### config.mk
export PLATFORM = sky130hd
export DESIGN_NAME = mem_port_arbiter_flat
export DESIGN_NICKNAME = d
export VERILOG_FILES = /design/src/rtl/mem_port_arbiter_if.sv /design/src/rtl/mem_port_arbiter.sv /design/src/flat_wrapper.sv
export SDC_FILE = /design/constraint.sdc
export NUM_CORES = 1
export LEC_CHECK = 0
export CORE_ASPECT_RATIO = 0.5
export CORE_MARGIN = 2
export CORE_UTILIZATION = 42
export CTS_CLUSTER_DIAMETER = 50
export CTS_CLUSTER_SIZE = 8
export DETAILED_ROUTE_END_ITERATION = 16
export HOLD_SLACK_MARGIN = 0.06
export PLACE_DENSITY = 0.82
export SLEW_MARGIN = 20
export SYNTH_ARGS = -nofsm -noshare
export SYNTH_HDL_FRONTEND = slang
export SYNTH_SLANG_ARGS = --single-unit
### constraint.sdc
create_clock -name clk_i -period 2.9 [get_ports clk_i]
set_input_delay 0.58 -clock clk_i [delete_from_list [all_inputs] [get_ports clk_i]]
set_output_delay 0.58 -clock clk_i [all_outputs]
set_load 0.01 [all_outputs]
### src/rtl/mem_port_arbiter_if.sv
// Bus bundle for mem_port_arbiter: instruction port, data port and shared memory port.
// The master modport is the arbiter's view; slave is the view of the core and memory.
interface mem_port_arbiter_if #(
    parameter int unsigned ADDR_WIDTH = 16,
    parameter int unsigned DATA_WIDTH = 16
);
    logic                  imem_req_i;
    logic [ADDR_WIDTH-1:0] imem_addr_i;
    logic [DATA_WIDTH-1:0] imem_rdata_o;
    logic                  imem_ack_o;

    logic                  dmem_req_i;
    logic                  dmem_we_i;
    logic [ADDR_WIDTH-1:0] dmem_addr_i;
    logic [DATA_WIDTH-1:0] dmem_wdata_i;
    logic [DATA_WIDTH-1:0] dmem_rdata_o;
    logic                  dmem_ack_o;

    logic                  mem_req_o;
    logic                  mem_we_o;
    logic [ADDR_WIDTH-1:0] mem_addr_o;
    logic [DATA_WIDTH-1:0] mem_wdata_o;
    logic [DATA_WIDTH-1:0] mem_rdata_i;
    logic                  mem_ack_i;

    modport master (
        input  imem_req_i, imem_addr_i,
        output imem_rdata_o, imem_ack_o,
        input  dmem_req_i, dmem_we_i, dmem_addr_i, dmem_wdata_i,
        output dmem_rdata_o, dmem_ack_o,
        output mem_req_o, mem_we_o, mem_addr_o, mem_wdata_o,
        input  mem_rdata_i, mem_ack_i
    );

    modport slave (
        output imem_req_i, imem_addr_i,
        input  imem_rdata_o, imem_ack_o,
        output dmem_req_i, dmem_we_i, dmem_addr_i, dmem_wdata_i,
        input  dmem_rdata_o, dmem_ack_o,
        input  mem_req_o, mem_we_o, mem_addr_o, mem_wdata_o,
        output mem_rdata_i, mem_ack_i
    );
endinterface

### src/rtl/mem_port_arbiter.sv
// Shares one single-ported memory between instruction fetch and data ports, one transaction
// at a time. Default is data priority with imem anti-starvation; MEM_PORT_ARBITER_RR_EN selects round-robin.
module mem_port_arbiter #(
    parameter int unsigned ADDR_WIDTH   = 16,
    parameter int unsigned DATA_WIDTH   = 16,
    parameter int unsigned STARVE_LIMIT = 4
) (
    input logic                clk_i,
    input logic                arst_i,
    mem_port_arbiter_if.master bus
);

    typedef enum logic [1:0] {StIdle, StGrantI, StGrantD, StAck} state_e;

    state_e state_q, state_d;

    logic                  mem_req_q, mem_req_d;
    logic                  mem_we_q, mem_we_d;
    logic [ADDR_WIDTH-1:0] mem_addr_q, mem_addr_d;
    logic [DATA_WIDTH-1:0] mem_wdata_q, mem_wdata_d;
    logic [DATA_WIDTH-1:0] imem_rdata_q, imem_rdata_d;
    logic                  imem_ack_q, imem_ack_d;
    logic [DATA_WIDTH-1:0] dmem_rdata_q, dmem_rdata_d;
    logic                  dmem_ack_q, dmem_ack_d;

    logic pick_d;

`ifdef MEM_PORT_ARBITER_RR_EN
    // 0 = imem was granted last, 1 = dmem was granted last
    logic last_grant_q, last_grant_d;

    always_comb begin
        if (bus.imem_req_i && bus.dmem_req_i) begin
            pick_d = !last_grant_q;
        end else begin
            pick_d = bus.dmem_req_i;
        end
    end
`else
    localparam int unsigned CntWidth = $clog2(STARVE_LIMIT + 1);
    localparam logic [CntWidth-1:0] CntMax = CntWidth'(STARVE_LIMIT);

    logic [CntWidth-1:0] starve_cnt_q, starve_cnt_d;

    always_comb begin
        pick_d = bus.dmem_req_i && !(bus.imem_req_i && (starve_cnt_q == CntMax));
    end
`endif

    always_comb begin
        state_d      = state_q;
        mem_req_d    = mem_req_q;
        mem_we_d     = mem_we_q;
        mem_addr_d   = mem_addr_q;
        mem_wdata_d  = mem_wdata_q;
        imem_rdata_d = imem_rdata_q;
        imem_ack_d   = imem_ack_q;
        dmem_rdata_d = dmem_rdata_q;
        dmem_ack_d   = dmem_ack_q;
`ifdef MEM_PORT_ARBITER_RR_EN
        last_grant_d = last_grant_q;
`else
        starve_cnt_d = starve_cnt_q;
`endif

        unique case (state_q)
            StIdle: begin
                if (pick_d) begin
                    state_d     = StGrantD;
                    mem_req_d   = 1'b1;
                    mem_we_d    = bus.dmem_we_i;
                    mem_addr_d  = bus.dmem_addr_i;
                    mem_wdata_d = bus.dmem_wdata_i;
`ifdef MEM_PORT_ARBITER_RR_EN
                    last_grant_d = 1'b1;
`else
                    // Count only data grants that made a waiting fetch wait longer
                    if (bus.imem_req_i && (starve_cnt_q != CntMax)) begin
                        starve_cnt_d = starve_cnt_q + 1'b1;
                    end
`endif
                end else if (bus.imem_req_i) begin
                    state_d     = StGrantI;
                    mem_req_d   = 1'b1;
                    mem_we_d    = 1'b0;
                    mem_addr_d  = bus.imem_addr_i;
                    mem_wdata_d = '0;
`ifdef MEM_PORT_ARBITER_RR_EN
                    last_grant_d = 1'b0;
`else
                    starve_cnt_d = '0;
`endif
                end
            end
            StGrantI: begin
                if (bus.mem_ack_i) begin
                    state_d      = StAck;
                    mem_req_d    = 1'b0;
                    imem_rdata_d = bus.mem_rdata_i;
                    imem_ack_d   = 1'b1;
                end
            end
            StGrantD: begin
                if (bus.mem_ack_i) begin
                    state_d      = StAck;
                    mem_req_d    = 1'b0;
                    dmem_rdata_d = bus.mem_rdata_i;
                    dmem_ack_d   = 1'b1;
                end
            end
            StAck: begin
                state_d    = StIdle;
                imem_ack_d = 1'b0;
                dmem_ack_d = 1'b0;
            end
            default: begin
                state_d = StIdle;
            end
        endcase
    end

    // Reset abandons any in-flight transaction; a late mem_ack_i then lands in StIdle
    always_ff @(posedge clk_i or posedge arst_i) begin
        if (arst_i) begin
            state_q      <= StIdle;
            mem_req_q    <= 1'b0;
            mem_we_q     <= 1'b0;
            mem_addr_q   <= '0;
            mem_wdata_q  <= '0;
            imem_rdata_q <= '0;
            imem_ack_q   <= 1'b0;
            dmem_rdata_q <= '0;
            dmem_ack_q   <= 1'b0;
`ifdef MEM_PORT_ARBITER_RR_EN
            last_grant_q <= 1'b0;
`else
            starve_cnt_q <= '0;
`endif
        end else begin
            state_q      <= state_d;
            mem_req_q    <= mem_req_d;
            mem_we_q     <= mem_we_d;
            mem_addr_q   <= mem_addr_d;
            mem_wdata_q  <= mem_wdata_d;
            imem_rdata_q <= imem_rdata_d;
            imem_ack_q   <= imem_ack_d;
            dmem_rdata_q <= dmem_rdata_d;
            dmem_ack_q   <= dmem_ack_d;
`ifdef MEM_PORT_ARBITER_RR_EN
            last_grant_q <= last_grant_d;
`else
            starve_cnt_q <= starve_cnt_d;
`endif
        end
    end

    assign bus.mem_req_o    = mem_req_q;
    assign bus.mem_we_o     = mem_we_q;
    assign bus.mem_addr_o   = mem_addr_q;
    assign bus.mem_wdata_o  = mem_wdata_q;
    assign bus.imem_rdata_o = imem_rdata_q;
    assign bus.imem_ack_o   = imem_ack_q;
    assign bus.dmem_rdata_o = dmem_rdata_q;
    assign bus.dmem_ack_o   = dmem_ack_q;

endmodule

### src/flat_wrapper.sv
// flat-port wrapper written by rule: the top's interface ports become plain ports
module mem_port_arbiter_flat 
#(
    parameter int unsigned ADDR_WIDTH   = 16,
    parameter int unsigned DATA_WIDTH   = 16,
    parameter int unsigned STARVE_LIMIT = 4
)
  (clk_i, arst_i, bus_imem_req_i, bus_imem_addr_i, bus_imem_rdata_o, bus_imem_ack_o, bus_dmem_req_i, bus_dmem_we_i, bus_dmem_addr_i, bus_dmem_wdata_i, bus_dmem_rdata_o, bus_dmem_ack_o, bus_mem_req_o, bus_mem_we_o, bus_mem_addr_o, bus_mem_wdata_o, bus_mem_rdata_i, bus_mem_ack_i);
  mem_port_arbiter_if #(.ADDR_WIDTH(ADDR_WIDTH), .DATA_WIDTH(DATA_WIDTH)) bus_i ();
  input logic clk_i;
  input logic arst_i;
  input wire logic [$bits(bus_i.imem_req_i)-1:0] bus_imem_req_i;
  input wire logic [$bits(bus_i.imem_addr_i)-1:0] bus_imem_addr_i;
  output wire logic [$bits(bus_i.imem_rdata_o)-1:0] bus_imem_rdata_o;
  output wire logic [$bits(bus_i.imem_ack_o)-1:0] bus_imem_ack_o;
  input wire logic [$bits(bus_i.dmem_req_i)-1:0] bus_dmem_req_i;
  input wire logic [$bits(bus_i.dmem_we_i)-1:0] bus_dmem_we_i;
  input wire logic [$bits(bus_i.dmem_addr_i)-1:0] bus_dmem_addr_i;
  input wire logic [$bits(bus_i.dmem_wdata_i)-1:0] bus_dmem_wdata_i;
  output wire logic [$bits(bus_i.dmem_rdata_o)-1:0] bus_dmem_rdata_o;
  output wire logic [$bits(bus_i.dmem_ack_o)-1:0] bus_dmem_ack_o;
  output wire logic [$bits(bus_i.mem_req_o)-1:0] bus_mem_req_o;
  output wire logic [$bits(bus_i.mem_we_o)-1:0] bus_mem_we_o;
  output wire logic [$bits(bus_i.mem_addr_o)-1:0] bus_mem_addr_o;
  output wire logic [$bits(bus_i.mem_wdata_o)-1:0] bus_mem_wdata_o;
  input wire logic [$bits(bus_i.mem_rdata_i)-1:0] bus_mem_rdata_i;
  input wire logic [$bits(bus_i.mem_ack_i)-1:0] bus_mem_ack_i;
  assign bus_i.imem_req_i = bus_imem_req_i;
  assign bus_i.imem_addr_i = bus_imem_addr_i;
  assign bus_imem_rdata_o = bus_i.imem_rdata_o;
  assign bus_imem_ack_o = bus_i.imem_ack_o;
  assign bus_i.dmem_req_i = bus_dmem_req_i;
  assign bus_i.dmem_we_i = bus_dmem_we_i;
  assign bus_i.dmem_addr_i = bus_dmem_addr_i;
  assign bus_i.dmem_wdata_i = bus_dmem_wdata_i;
  assign bus_dmem_rdata_o = bus_i.dmem_rdata_o;
  assign bus_dmem_ack_o = bus_i.dmem_ack_o;
  assign bus_mem_req_o = bus_i.mem_req_o;
  assign bus_mem_we_o = bus_i.mem_we_o;
  assign bus_mem_addr_o = bus_i.mem_addr_o;
  assign bus_mem_wdata_o = bus_i.mem_wdata_o;
  assign bus_i.mem_rdata_i = bus_mem_rdata_i;
  assign bus_i.mem_ack_i = bus_mem_ack_i;
  mem_port_arbiter #(.ADDR_WIDTH(ADDR_WIDTH), .DATA_WIDTH(DATA_WIDTH), .STARVE_LIMIT(STARVE_LIMIT)) u_core (.clk_i(clk_i), .arst_i(arst_i), .bus(bus_i));
endmodule
**Run 1: clock wires, drivers and flops**

Scale bar: 50 microns.
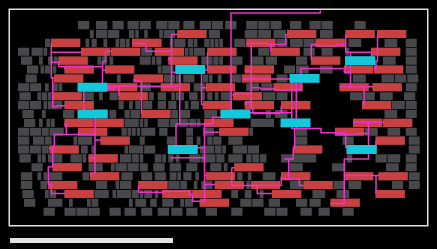
Key: clock wires = magenta [length 849 microns]; clock drivers = cyan [count 9]; flip-flops = red [count 73]
There are 10 routed clock nets. Position of the flops: all over the die.
clock power share: 19.3%
Clk power: 1.04 mW
clk latency late pin: 0.32 ns
Worst Skew: 0.00248 ns

**Run 1: the clock network**

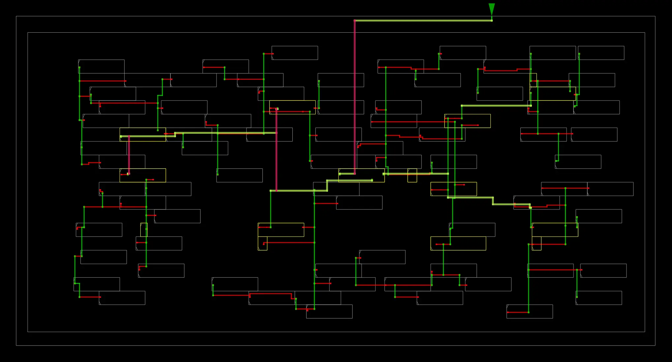
CTS Buf Count: 9
clkbuf count: 11
clock sink count: 73
flip-flops: 73

**Run 1: routed metal, one colour a layer**

Scale bar: 50 microns. Only two layers are drawn.
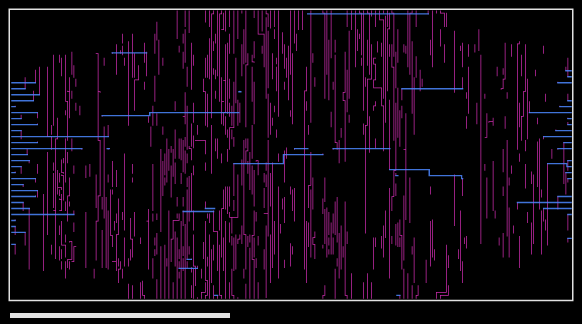
Key: metal 3 = blue [wire length 352 microns]; metal 2 = magenta [wire length 3770 microns]

==> impl_metrics.toml, run 1 <==
# flow metrics
[routing]
drc = 0
wirelength_microns = 7650
ant_nets = 0
routed-via-count = 2616
drtIter0Drc = 154

[worst_hold_path]
hold_class = "reg -> reg"

[critical_path]
rr_startpoint = "u_core.state_q[1]$_DFFE_PP0P_"
cp_cell_sequence = "clkdlybuf4s50_1, nand3_2, nand2_1, o21ai_0"
cp_slowest_cell = "clkdlybuf4s50_1"
cp-startpoint = "bus_imem_req_i"
timing.rr.end = "u_core.bus.mem_addr_o[13]$_DFFE_PP0P_"
crit_cells = 4
crit_required_ns = 3.08
cpPeakStageDelay_ns = 0.64
crit_buf_inv = 1
endpoint_kind = "flop"
crit_path_end = "u_core.bus.mem_wdata_o[11]$_DFFE_PP0P_"
arrival_ns = 2.03
startpoint_type = "primary input"

[pwr]
p_per_area_nw_per_um2 = 1080
pwr-share-comb_pct = 47.2
irDropWorstVdd_mv = 0.461
p_switching_mw = 1.76

[clocking]
clkTransAtPathRegs_ns = 0.05

[timing]
finalCritPeriodShare_pct = 63.9
maxSlewViolCount = 0
fin_ws_ns = 1.05
max_slew_margin_pct = 57.9
hold_violations = 0
rsz0062_at_grt = "false"

[global_routing]
gr-max-usage-layer = "met2"
grt_pass1_wl_microns = 13000
antenna_found_initial = 0
track_usage_pct = 19.8

[logic_synthesis]
synth-edff-count = 0
largest_area_cell = "dfrtp_1"
avgSynthCellArea_sq_um = 11.2
ff_type = "dfrtp_1"
synth-async-reset-ratio_pct = 100
synthDominantCellAreaShare_pct = 56.9
synthesis.nets = 363
synthCells = 286
ys_seq_share_pct = 56.9
yosys_warnings = 0
synth_area_sq_um = 3210

[floorplanning]
initCoreUtil_pct = 43.5
core.rowCount = 22
chipWidth_microns = 128
core_area_sq_um = 7380

[placement]
gp_congestion = 0.808
placed_area_sq_um = 4680

[final_layout]
drive_gt1_share_pct = 16.4
fin_util_pct = 67.2
nNetsFinal = 501
fin_cells = 524

[status]
status = "complete, no violations"

[job]
drv_cap = 0
-- run 1: synth_stat cells, drive strengths merged, types with 3 or more instances --
library cell,instances
ha,7
nand3,3
buf,15
inv,7
nand4,16
o211ai,16
clkbuf,3
mux2,33
o21ai,21
a21oi,3
dfrtp,73
nand2,74
-- run 1: logic make-up (layout without fill, tap and decap cells) --
logic type	after synthesis	in the layout	share of synthesized area (%)
multiplexers	35	35	12.2
buffers and inverters	25	167	3.90
AND-OR/OR-AND	47	47	10.6
adder cells (fa/ha/maj)	7	7	2.73
flip-flops	73	73	56.9
AND/OR/NAND/NOR	99	99	13.7
-- run 1: power groups by stage --
stage / registers (mW) / logic [mW] / clock network (mW)
finish: 1.80 / 2.54 / 1.04
global route: 1.87 / 2.79 / 1.12
CTS: 1.81 / 2.58 / 1.06
detailed placement: 1.82 / 2.58 / 0
global placement: 1.80 / 2.53 / 0
floorplan: 2.02 / 1.06 / 0
-- run 1: registers in the layout, indices dropped and copies added, names as in the netlist --
| register | flops |
|---|---|
| u_core.bus.dmem_ack_o | 1 |
| u_core.bus.dmem_rdata_o | 16 |
| u_core.bus.imem_ack_o | 1 |
| u_core.bus.imem_rdata_o | 16 |
| u_core.bus.mem_addr_o | 16 |
| u_core.bus.mem_req_o | 1 |
| u_core.bus.mem_wdata_o | 16 |
| u_core.bus.mem_we_o | 1 |
| u_core.starve_cnt_q | 3 |
| u_core.state_q | 2 |
-- run 1: how the worst min path moves through the flow --
stage,from,endpoint,slack (ns)
2_1_floorplan,u_core.starve_cnt_q[1]$_DFFE_PP0P_,u_core.starve_cnt_q[1]$_DFFE_PP0P_,0.47
3_3_place_gp,u_core.bus.mem_we_o$_DFFE_PP0P_,u_core.bus.mem_we_o$_DFFE_PP0P_,0.46
3_5_place_dp,u_core.bus.mem_we_o$_DFFE_PP0P_,u_core.bus.mem_we_o$_DFFE_PP0P_,0.47
4_1_cts,u_core.bus.mem_we_o$_DFFE_PP0P_,u_core.bus.mem_we_o$_DFFE_PP0P_,0.48
5_1_grt,u_core.bus.mem_addr_o[7]$_DFFE_PP0P_,u_core.bus.mem_addr_o[7]$_DFFE_PP0P_,0.51
6_report,u_core.bus.mem_we_o$_DFFE_PP0P_,u_core.bus.mem_we_o$_DFFE_PP0P_,0.47
-- run 1: cell type report --
class	count	area (sq um)	share of cell area [%]
clock inverters	4	45.0	0.909
well taps	96	120	2.42
flip-flops and latches	73	1830	36.9
multi-input cells	188	1260	25.5
inverters	7	26.3	0.530
repair buffers	145	1440	29.1
clock buffers	11	233	4.69
-- run 1: layer usage --
layer	part of all wire (%)	vias to the layer above	wire, microns
li1	-	1272	-
met1	45	1259	3420
met2	49	74	3770
met3	4.6	11	351
met4	1.3	0	101
met5	0	-	0
-- run 1: cells in the final DEF, fill, tap and decap left out, drive strengths merged, types with 2 or more instances in the layout --
cell type and instances:
clkdlybuf4s50 137, nand2 74, dfrtp 73, mux2 33, o21ai 21, nand4 16, o211ai 16, clkbuf 11
buf 8, ha 7, inv 7, a21oi 3, clkinv 3, nand3 3, nor2 2, a31oi 2
nor2b 2, o22ai 2, mux2i 2
**Run 1: register map, names as in the netlist**

Scale bar: 50 microns. Other sequential cells in the stronger grey, the rest of the logic in the fainter grey.
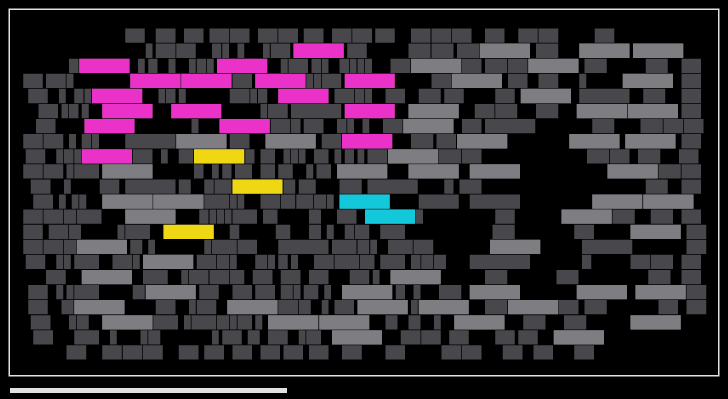

==> run 1 -> run 2 <==
- CORE_UTILIZATION: 42 -> 38
- PLACE_DENSITY: 0.82 -> 0.78
- clock period: 2.9 -> 1.55 ns (I/O delays scaled with it)
**Run 2: register map, names as in the netlist**

Scale bar: 50 microns. Other sequential cells in the stronger grey, the rest of the logic in the fainter grey.
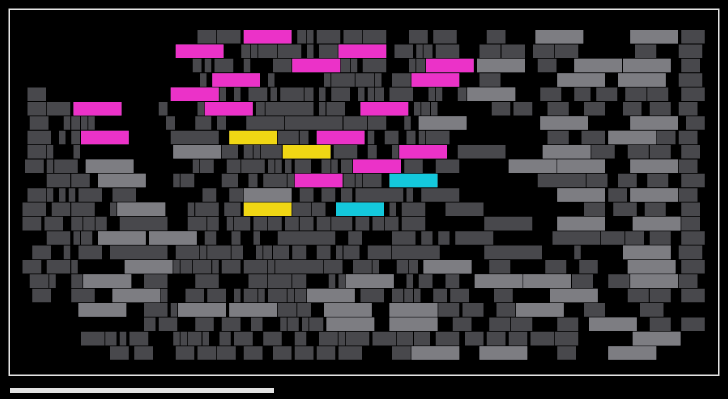
Key: u_core.starve_cnt_q = yellow [placed flops 3]; u_core.bus.mem_wdata_o = magenta [placed flops 16]; u_core.state_q = cyan [placed flops 2]
Another 52 sequential cells are not coloured.

==> run 2 against run 1 <==
Compared with the run above:
- clock power increased by 140%
- hold slack worse by 0.041 ns
- worst setup slack worse by 1.0 ns
- register-to-register slack lost 1.1 ns
- non-clock buffer count up 17
- via count is 3.7% higher
- highest routed layer unchanged
- synthesized cell count stayed put
- routed wire length is 7.5% higher
- final cell count grew 6.5%
==> impl_metrics.toml, run 2 <==
# flow metrics
[routing]
wl_met2_microns = 4100
wl_met1_microns = 3630
routed-via-count = 2712
drtIter0Drc = 160
wirelength_microns = 8220
dr.max_layer_used = "met4"
drc = 0

[timing]
maxSlewViolCount = 0
finalCritPeriodShare_pct = 97.9
rsz0062_at_grt = "false"
max_slew_margin_pct = 76.9
hold_violations = 0

[critical_path]
crit_buf_inv = 1
arrival_ns = 1.21
endpoint_kind = "output pin"
cp_cell_sequence = "clkdlybuf4s50_1"
cp_slowest_cell = "clkdlybuf4s50_1"
cpPeakStageDelay_ns = 0.54
startpoint_type = "flop"
cp-startpoint = "u_core.bus.dmem_rdata_o[12]$_DFFE_PP0P_"
rr_startpoint = "u_core.state_q[0]$_DFFE_PP0P_"

[clocking]
clkTransAtPathRegs_ns = 0.06
numCtsBuffers = 9
clock_sinks = 73

[placement]
placed_area_sq_um = 4870
gp_congestion = 0.711

[global_routing]
track_usage_pct = 18.1
antenna_found_initial = 0

[logic_synthesis]
synth_area_sq_um = 3210
synthTopCellsByCount = "dfrtp_1 (73), nand2_1 (72), mux2_2 (33)"
synth_top_cell_by_count = "dfrtp_1"
avgSynthCellArea_sq_um = 11.2
synth-edff-count = 0
ys_seq_share_pct = 56.9
synthesis.nets = 363
yosys_warnings = 0
synth-async-reset-ratio_pct = 100
synthDominantCellAreaShare_pct = 56.9
largest_area_cell = "dfrtp_1"
synthCells = 286

[pwr]
p_switching_mw = 3.44
p_per_area_nw_per_um2 = 2010
clkPwrFrac_pct = 23.0

[final_layout]
lay_top_count = "clkdlybuf4s50_1"
mostFrequentLayoutCells = "clkdlybuf4s50_1 (83), dfrtp_1 (73), nand2_1 (72)"

[worst_hold_path]
hold_class = "in -> async"

[floorplanning]
chipWidth_microns = 134
core_area_sq_um = 8090

[status]
status = "complete, no violations"

[job]
drv_cap = 0
-- run 2: cell types whose count changed in the layout (fill, tap and decap cells not counted), sizes merged, moves of 3 or more --
cell,change
clkdlybuf4s50,-54
dlymetal6s2s,+48
dlygate4sd2,+6
buf,+17
bufinv,+3
-- run 2: path summary, 6_finish.rpt --
check | to | slack, ns | depth (start not counted)
max | bus_dmem_rdata_o[12] | 0.03 | 1
min | u_core.bus.mem_we_o$_DFFE_PP0P_ | 0.43 | 3
max reg2reg | u_core.bus.imem_rdata_o[8]$_DFFE_PP0P_ | 0.08 | 5
min reg2reg | u_core.bus.mem_wdata_o[12]$_DFFE_PP0P_ | 0.47 | 2
max in group asynchronous | u_core.bus.dmem_rdata_o[1]$_DFFE_PP0P_ | 0.81 | 3
min in group clk_i | u_core.bus.mem_wdata_o[12]$_DFFE_PP0P_ | 0.47 | 2
-- run 2: layer usage --
layer	vias to the layer above	track usage, %
met5	-	0
met4	0	5.72
met3	7	4.46
met2	82	32.2
met1	1314	22.4
li1	1309	-
-- run 2: kinds of logic (layout without fill, tap and decap cells) --
kind of cell	count (synthesis)	after routing	synth area share (%)
adders and majority gates	7	7	2.73
DFF	73	73	56.9
buffers and inverters	25	185	3.90
muxes	35	35	12.2
AOI/OAI and AO/OA	47	47	10.6
and+or+nand+nor	99	99	13.7
-- run 2: through the flow --
step           TNS, ns  util [%]  cells  worst slack (ns)
2_1_floorplan        0         -    286            0.0485
3_3_place_gp     -1.44      60.3    542           -0.0669
3_5_place_dp     -2.62      60.3    542            -0.106
4_1_cts              0      64.6    558          0.000340
5_1_grt              0      66.4    558         0.0000623
6_report             0      66.4    558            0.0318
-- run 2: power groups by stage --
stage / combinational (mW) / clock (mW) / sequential, mW
floorplan: 1.99 / 0 / 3.79
global placement: 5.03 / 0 / 3.37
detailed placement: 5.14 / 0 / 3.39
CTS: 5.11 / 2.53 / 3.37
global route: 5.42 / 2.61 / 3.47
finish: 4.96 / 2.48 / 3.34
-- run 2: timing repair --
item / in CTS / in global routing
resized: 6 / 55
setup endpoints to repair: 6 / 83
cloned: 0 / 0
buffers inserted: 0 / 0
endpoints found under the hold margin: 0 / 0
-- run 2: layout make-up --
| class | instances | area (sq um) | area share, % |
|---|---|---|---|
| Clock inverter | 6 | 130 | 2.42 |
| Multi-Input combinational cell | 188 | 1280 | 23.9 |
| Inverter | 7 | 30.0 | 0.559 |
| Clock buffer | 10 | 229 | 4.26 |
| Sequential cell | 73 | 1830 | 34.0 |
| Timing Repair Buffer | 162 | 1730 | 32.2 |
| Tap cell | 112 | 140 | 2.61 |
Power is estimated from default activity; no workload was simulated.
